<file path="src/rtl/hyper_pkg.sv">
// rtl/hyper_pkg.sv - shared constants for the hypervisor I/O window
package hyper_pkg;

  localparam logic [19:0] HYPER_WIN_BASE   = 20'h0D640;
  localparam logic [5:0]  HYPER_EXIT_OFS   = 6'h3F;
  localparam logic [5:0]  HYPER_MAPPER_OFS = 6'h10;
  localparam int          HYPER_NREGS      = 64;

  // Status byte returned when the exit offset is read.
  function automatic logic [7:0] hyper_status(input logic mode, input logic [5:0] trap_id);
    return {mode, 1'b0, trap_id};
  endfunction

endpackage

</file>
<file path="src/rtl/hyper_regfile.sv">
// rtl/hyper_regfile.sv - 63x8 scratch register file with registered read and mapper tap
module hyper_regfile
  import hyper_pkg::*;
(
  input  logic       clk,
  input  logic       reset,
  input  logic       wr_en_i,
  input  logic [5:0] wr_addr_i,
  input  logic [7:0] wr_data_i,
  input  logic       rd_en_i,
  input  logic [5:0] rd_addr_i,
  input  logic [7:0] status_i,
  output logic [7:0] rd_data_o,
  output logic [7:0] mapper_o
);

  logic [7:0] mem_q [0:HYPER_NREGS-2];
  logic [7:0] rd_data_q;
  logic [7:0] rd_data_d;

  // The exit offset has no storage; its read slot carries the status byte instead.
  always_comb begin
    rd_data_d = rd_data_q;
    if (rd_en_i) begin
      if (rd_addr_i == HYPER_EXIT_OFS) rd_data_d = status_i;
      else                             rd_data_d = mem_q[rd_addr_i];
    end
  end

  always_ff @(posedge clk) begin
    if (!reset) begin
      for (int i = 0; i < HYPER_NREGS - 1; i++) mem_q[i] <= 8'h00;
      rd_data_q <= 8'h00;
    end else begin
      if (wr_en_i && wr_addr_i != HYPER_EXIT_OFS) mem_q[wr_addr_i] <= wr_data_i;
      rd_data_q <= rd_data_d;
    end
  end

  assign rd_data_o = rd_data_q;
  assign mapper_o  = mem_q[HYPER_MAPPER_OFS];

endmodule

</file>
<file path="src/rtl/hypervisor_ctrl.sv">
// rtl/hypervisor_ctrl.sv - hypervisor window decode: user-mode trap, exit pulse, scratch registers
module hypervisor_ctrl
  import hyper_pkg::*;
(
  input  logic       clk,
  input  logic       reset,
  input  logic       hyper_cs,
  input  logic [7:0] hyper_addr,
  input  logic [7:0] hyper_io_data_i,
  input  logic       cpu_write,
  input  logic       ready,
  input  logic       hyper_mode,
  output logic [7:0] hyper_data_o,
  output logic       hyp,
  output logic       load_user_reg,
  output logic [7:0] user_mapper_reg
);

  logic [5:0] ofs;
  logic       wr_acc;
  logic       rd_acc;
  logic       hyp_q, hyp_d;
  logic       load_q, load_d;
  logic [5:0] trap_id_q, trap_id_d;
  logic       unused_addr_hi;

  assign ofs            = hyper_addr[5:0];
  assign unused_addr_hi = ^hyper_addr[7:6];
  assign wr_acc         = hyper_cs & cpu_write & ready;
  assign rd_acc         = hyper_cs & ~cpu_write & ready;

  // Pulses fall back to 0 every cycle; mode is the pre-edge value of this cycle.
  always_comb begin
    hyp_d     = 1'b0;
    load_d    = 1'b0;
    trap_id_d = trap_id_q;
    if (wr_acc) begin
      if (!hyper_mode) begin
        hyp_d     = 1'b1;
        trap_id_d = ofs;
      end else if (ofs == HYPER_EXIT_OFS) begin
        load_d = 1'b1;
      end
    end
  end

  always_ff @(posedge clk) begin
    if (!reset) begin
      hyp_q     <= 1'b0;
      load_q    <= 1'b0;
      trap_id_q <= 6'h00;
    end else begin
      hyp_q     <= hyp_d;
      load_q    <= load_d;
      trap_id_q <= trap_id_d;
    end
  end

  hyper_regfile u_regfile (
    .clk       (clk),
    .reset     (reset),
    .wr_en_i   (wr_acc & hyper_mode),
    .wr_addr_i (ofs),
    .wr_data_i (hyper_io_data_i),
    .rd_en_i   (rd_acc),
    .rd_addr_i (ofs),
    .status_i  (hyper_status(hyper_mode, trap_id_q)),
    .rd_data_o (hyper_data_o),
    .mapper_o  (user_mapper_reg)
  );

  assign hyp           = hyp_q;
  assign load_user_reg = load_q;

endmodule

</file>
<file path="config.mk">
export PLATFORM = sky130hd
export DESIGN_NAME = hypervisor_ctrl
export DESIGN_NICKNAME = d
export VERILOG_FILES = /design/src/rtl/hyper_pkg.sv /design/src/rtl/hyper_regfile.sv /design/src/rtl/hypervisor_ctrl.sv
export SDC_FILE = /design/constraint.sdc
export NUM_CORES = 1
export LEC_CHECK = 0
export CAP_MARGIN = 20
export CORE_ASPECT_RATIO = 0.8
export CORE_MARGIN = 5
export CORE_UTILIZATION = 38
export CTS_CLUSTER_SIZE = 30
export DETAILED_ROUTE_END_ITERATION = 7
export PLACE_DENSITY_LB_ADDON = 0.15
export REMOVE_ABC_BUFFERS = 1
export SKIP_LAST_GASP = 1
export SYNTH_ARGS = -nofsm -noshare
export SYNTH_HDL_FRONTEND = slang
export SYNTH_SLANG_ARGS = --single-unit
</file>
<file path="constraint.sdc">
create_clock -name clk -period 2.7 [get_ports clk]
set_input_delay 0.54 -clock clk [delete_from_list [all_inputs] [get_ports clk]]
set_output_delay 0.54 -clock clk [all_outputs]
set_load 0.005 [all_outputs]
</file>
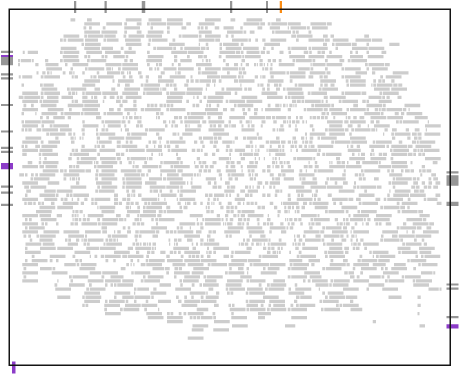
*Ports around the boundary, run 1*
Drawn at 1.5 px/micron. Pins as bars across the die edge, other pins in gray.
hyper_addr: in purple, pins 8, direction input, edge 4 left, 2 right, 2 bottom. load_user_reg: in orange, pins 1, direction output, edge top.
All pins by edge: 18 left, 13 right, 7 top, 2 bottom.
Buffers on Ports: 37
Die Wd: 293 microns
Die Height: 236 microns

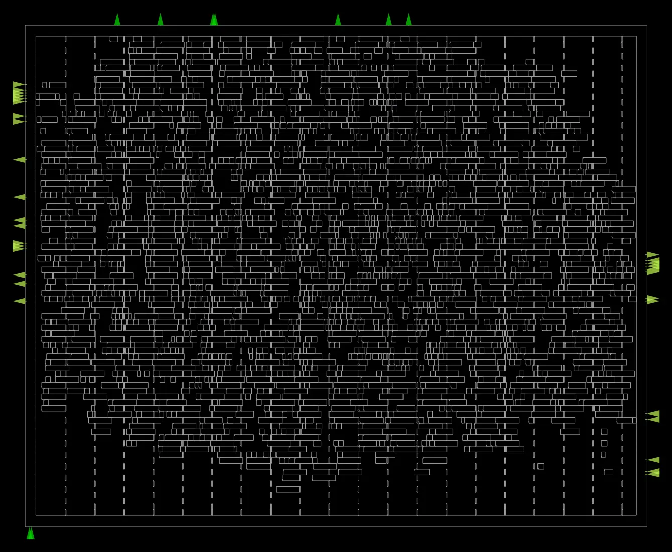
*Placed standard cells, run 1*
flop share of the area: 53.1%
Seq cells: 528

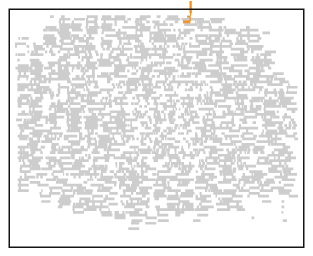
*Nets reached from selected ports, run 1*
Drawn at 1 px/micron.
load_user_reg: in orange, bits 1, direction output, end cells 1, buffers 1, wire 12.6 microns.
I/O pin cnt: 40

==> summary.txt, run 1 <==
Pwr top - sequential cells
Yosys Chip Area - 24300 sq um
Clk pwr - 0.00764 W
Antenna-violating nets left - 0
Synth top area share - 63.2%
Worst Path Arrival - 2740 ps
Floorplan-stage core utilization - 38.1%
Met2 wire len - 31.7 mm
Fin area - 29600 sq um
CP Depth - 9
Fin Clk Skew - 28.5 ps
Bufs w/o clock - 366
DRC viols - 0
Register-to-register setup slack - 510 ps
Met1 Usage GRT - 32.9%
Result of the run - finished clean
Total negative slack - 0 ps
RSZ-0062 raised after global routing - no
Total gr overflow - 0
Worst-margin pin slew - 914 ps
==> run 2: changes to the inputs <==
--- a/constraint.sdc
+++ b/constraint.sdc
@@ -3,2 +3,2 @@
 set_output_delay 0.54 -clock clk [all_outputs]
-set_load 0.005 [all_outputs]
+set_load 0.05 [all_outputs]
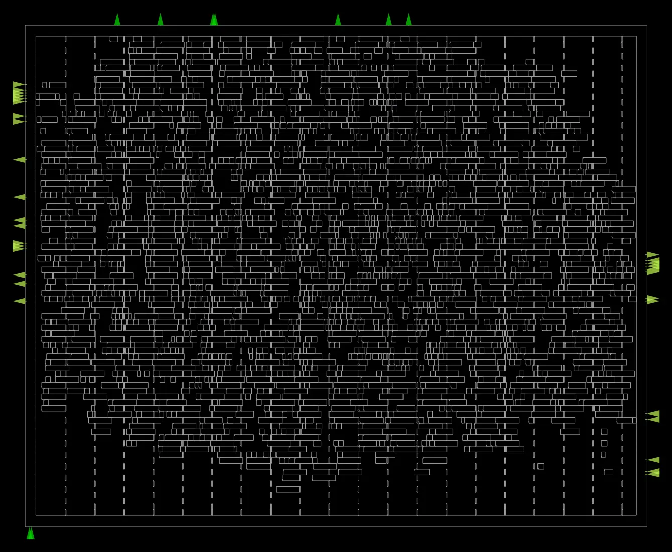
*Placed standard cells, run 2*
row cnt: 83
Non-Filler Instances: 2963
number of fill cells: 5694
tap cells: 850

==> summary.txt, run 2 <==
Yosys Chip Area - 24300 sq um
Result of the run - finished clean
Buffers on Ports - 37
Floorplan-stage core utilization - 38.1%
Bufs w/o clock - 366
Worst-margin pin slew - 914 ps
Seq cells - 528
Pwr top - sequential cells
Antenna-violating nets left - 0
DRC viols - 0
I/O pin cnt - 40
Register-to-register setup slack - 510 ps
CP Depth - 1
Fin Clk Skew - 28.5 ps
Die Height - 236 microns
Synth top area share - 63.2%
Flop share of the area - 53.1%
Worst Path Arrival - 2000 ps
RSZ-0062 raised after global routing - no
Total gr overflow - 0
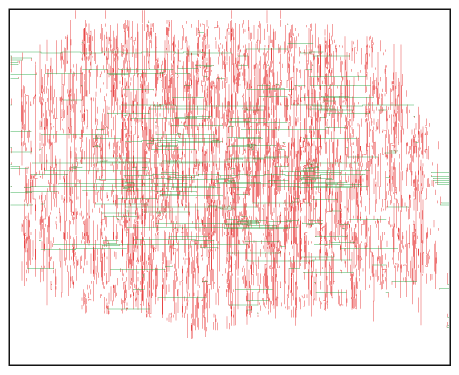
*Wiring by layer, run 2*
Drawn at 1.5 px/micron. Two of the layers only.
M2: in red, wire length 31.7 mm. M3: in green, wire length 5250 microns.

### Nets reached from selected ports, run 2

Drawn at 1 px/micron.
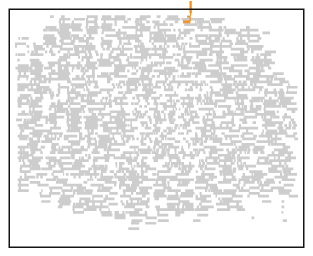

==> run 3: changes to the inputs <==
Settings changed: PLACE_DENSITY_LB_ADDON 0.15 to not set, SLEW_MARGIN set to 20.
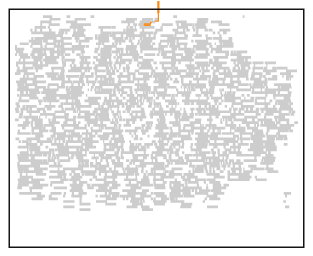
*Nets reached from selected ports, run 3*
Drawn at 1 px/micron.
load_user_reg: in orange, bits 1, direction output, end cells 1, buffers 1, wire 17.2 microns.

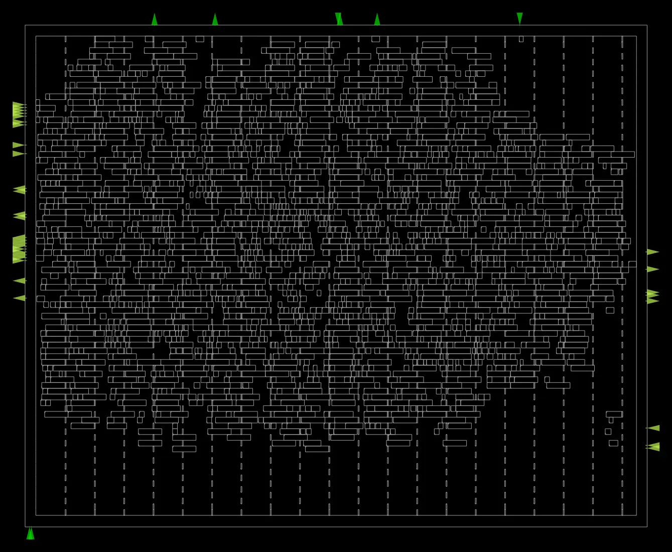
*Placed standard cells, run 3*
number of fill cells: 5686
Non-Filler Instances: 2936
Core Util, Final: 45.9%

==> summary.txt, run 3 <==
Antenna-violating nets left - 0
Critical path cell sequence - clkdlybuf4s50_1
Register-to-register setup slack - 470 ps
Die Height - 236 microns
Yosys Chip Area - 24300 sq um
Max_slew headroom - 44.7%
Fin area - 29300 sq um
Pin count of the biggest net entering global routing - 80
I/O pin cnt - 40
Max incr delay on CP - 880 ps
Buffers on Ports - 37
Floorplan-stage core utilization - 38.1%
Share of cells above drive strength 1 - 22.2%
Peak VDD IR - 0.496 mV
DRC viols - 0
Met1 Usage GRT - 30.7%
Total negative slack - 0 ps
Worst Path Arrival - 2000 ps
Die Wd - 293 microns
Bufs w/o clock - 343
Worst-margin pin slew - 828 ps
Total gr overflow - 0
Result of the run - finished clean
RSZ-0062 raised after global routing - no
Pwr top - sequential cells
Met2 wire len - 31.1 mm
XOR/XNOR Area Share - 0%
Fin Clk Skew - 18.3 ps
Clk pwr share - 38.7%
Comb power - 0.00165 W
Synth top area share - 63.2%
Met3 WL - 7.29 mm
CP Depth - 1
Flop share of the area - 53.5%
1st-pass router iterations - 6
Power is estimated from default activity; no workload was simulated.
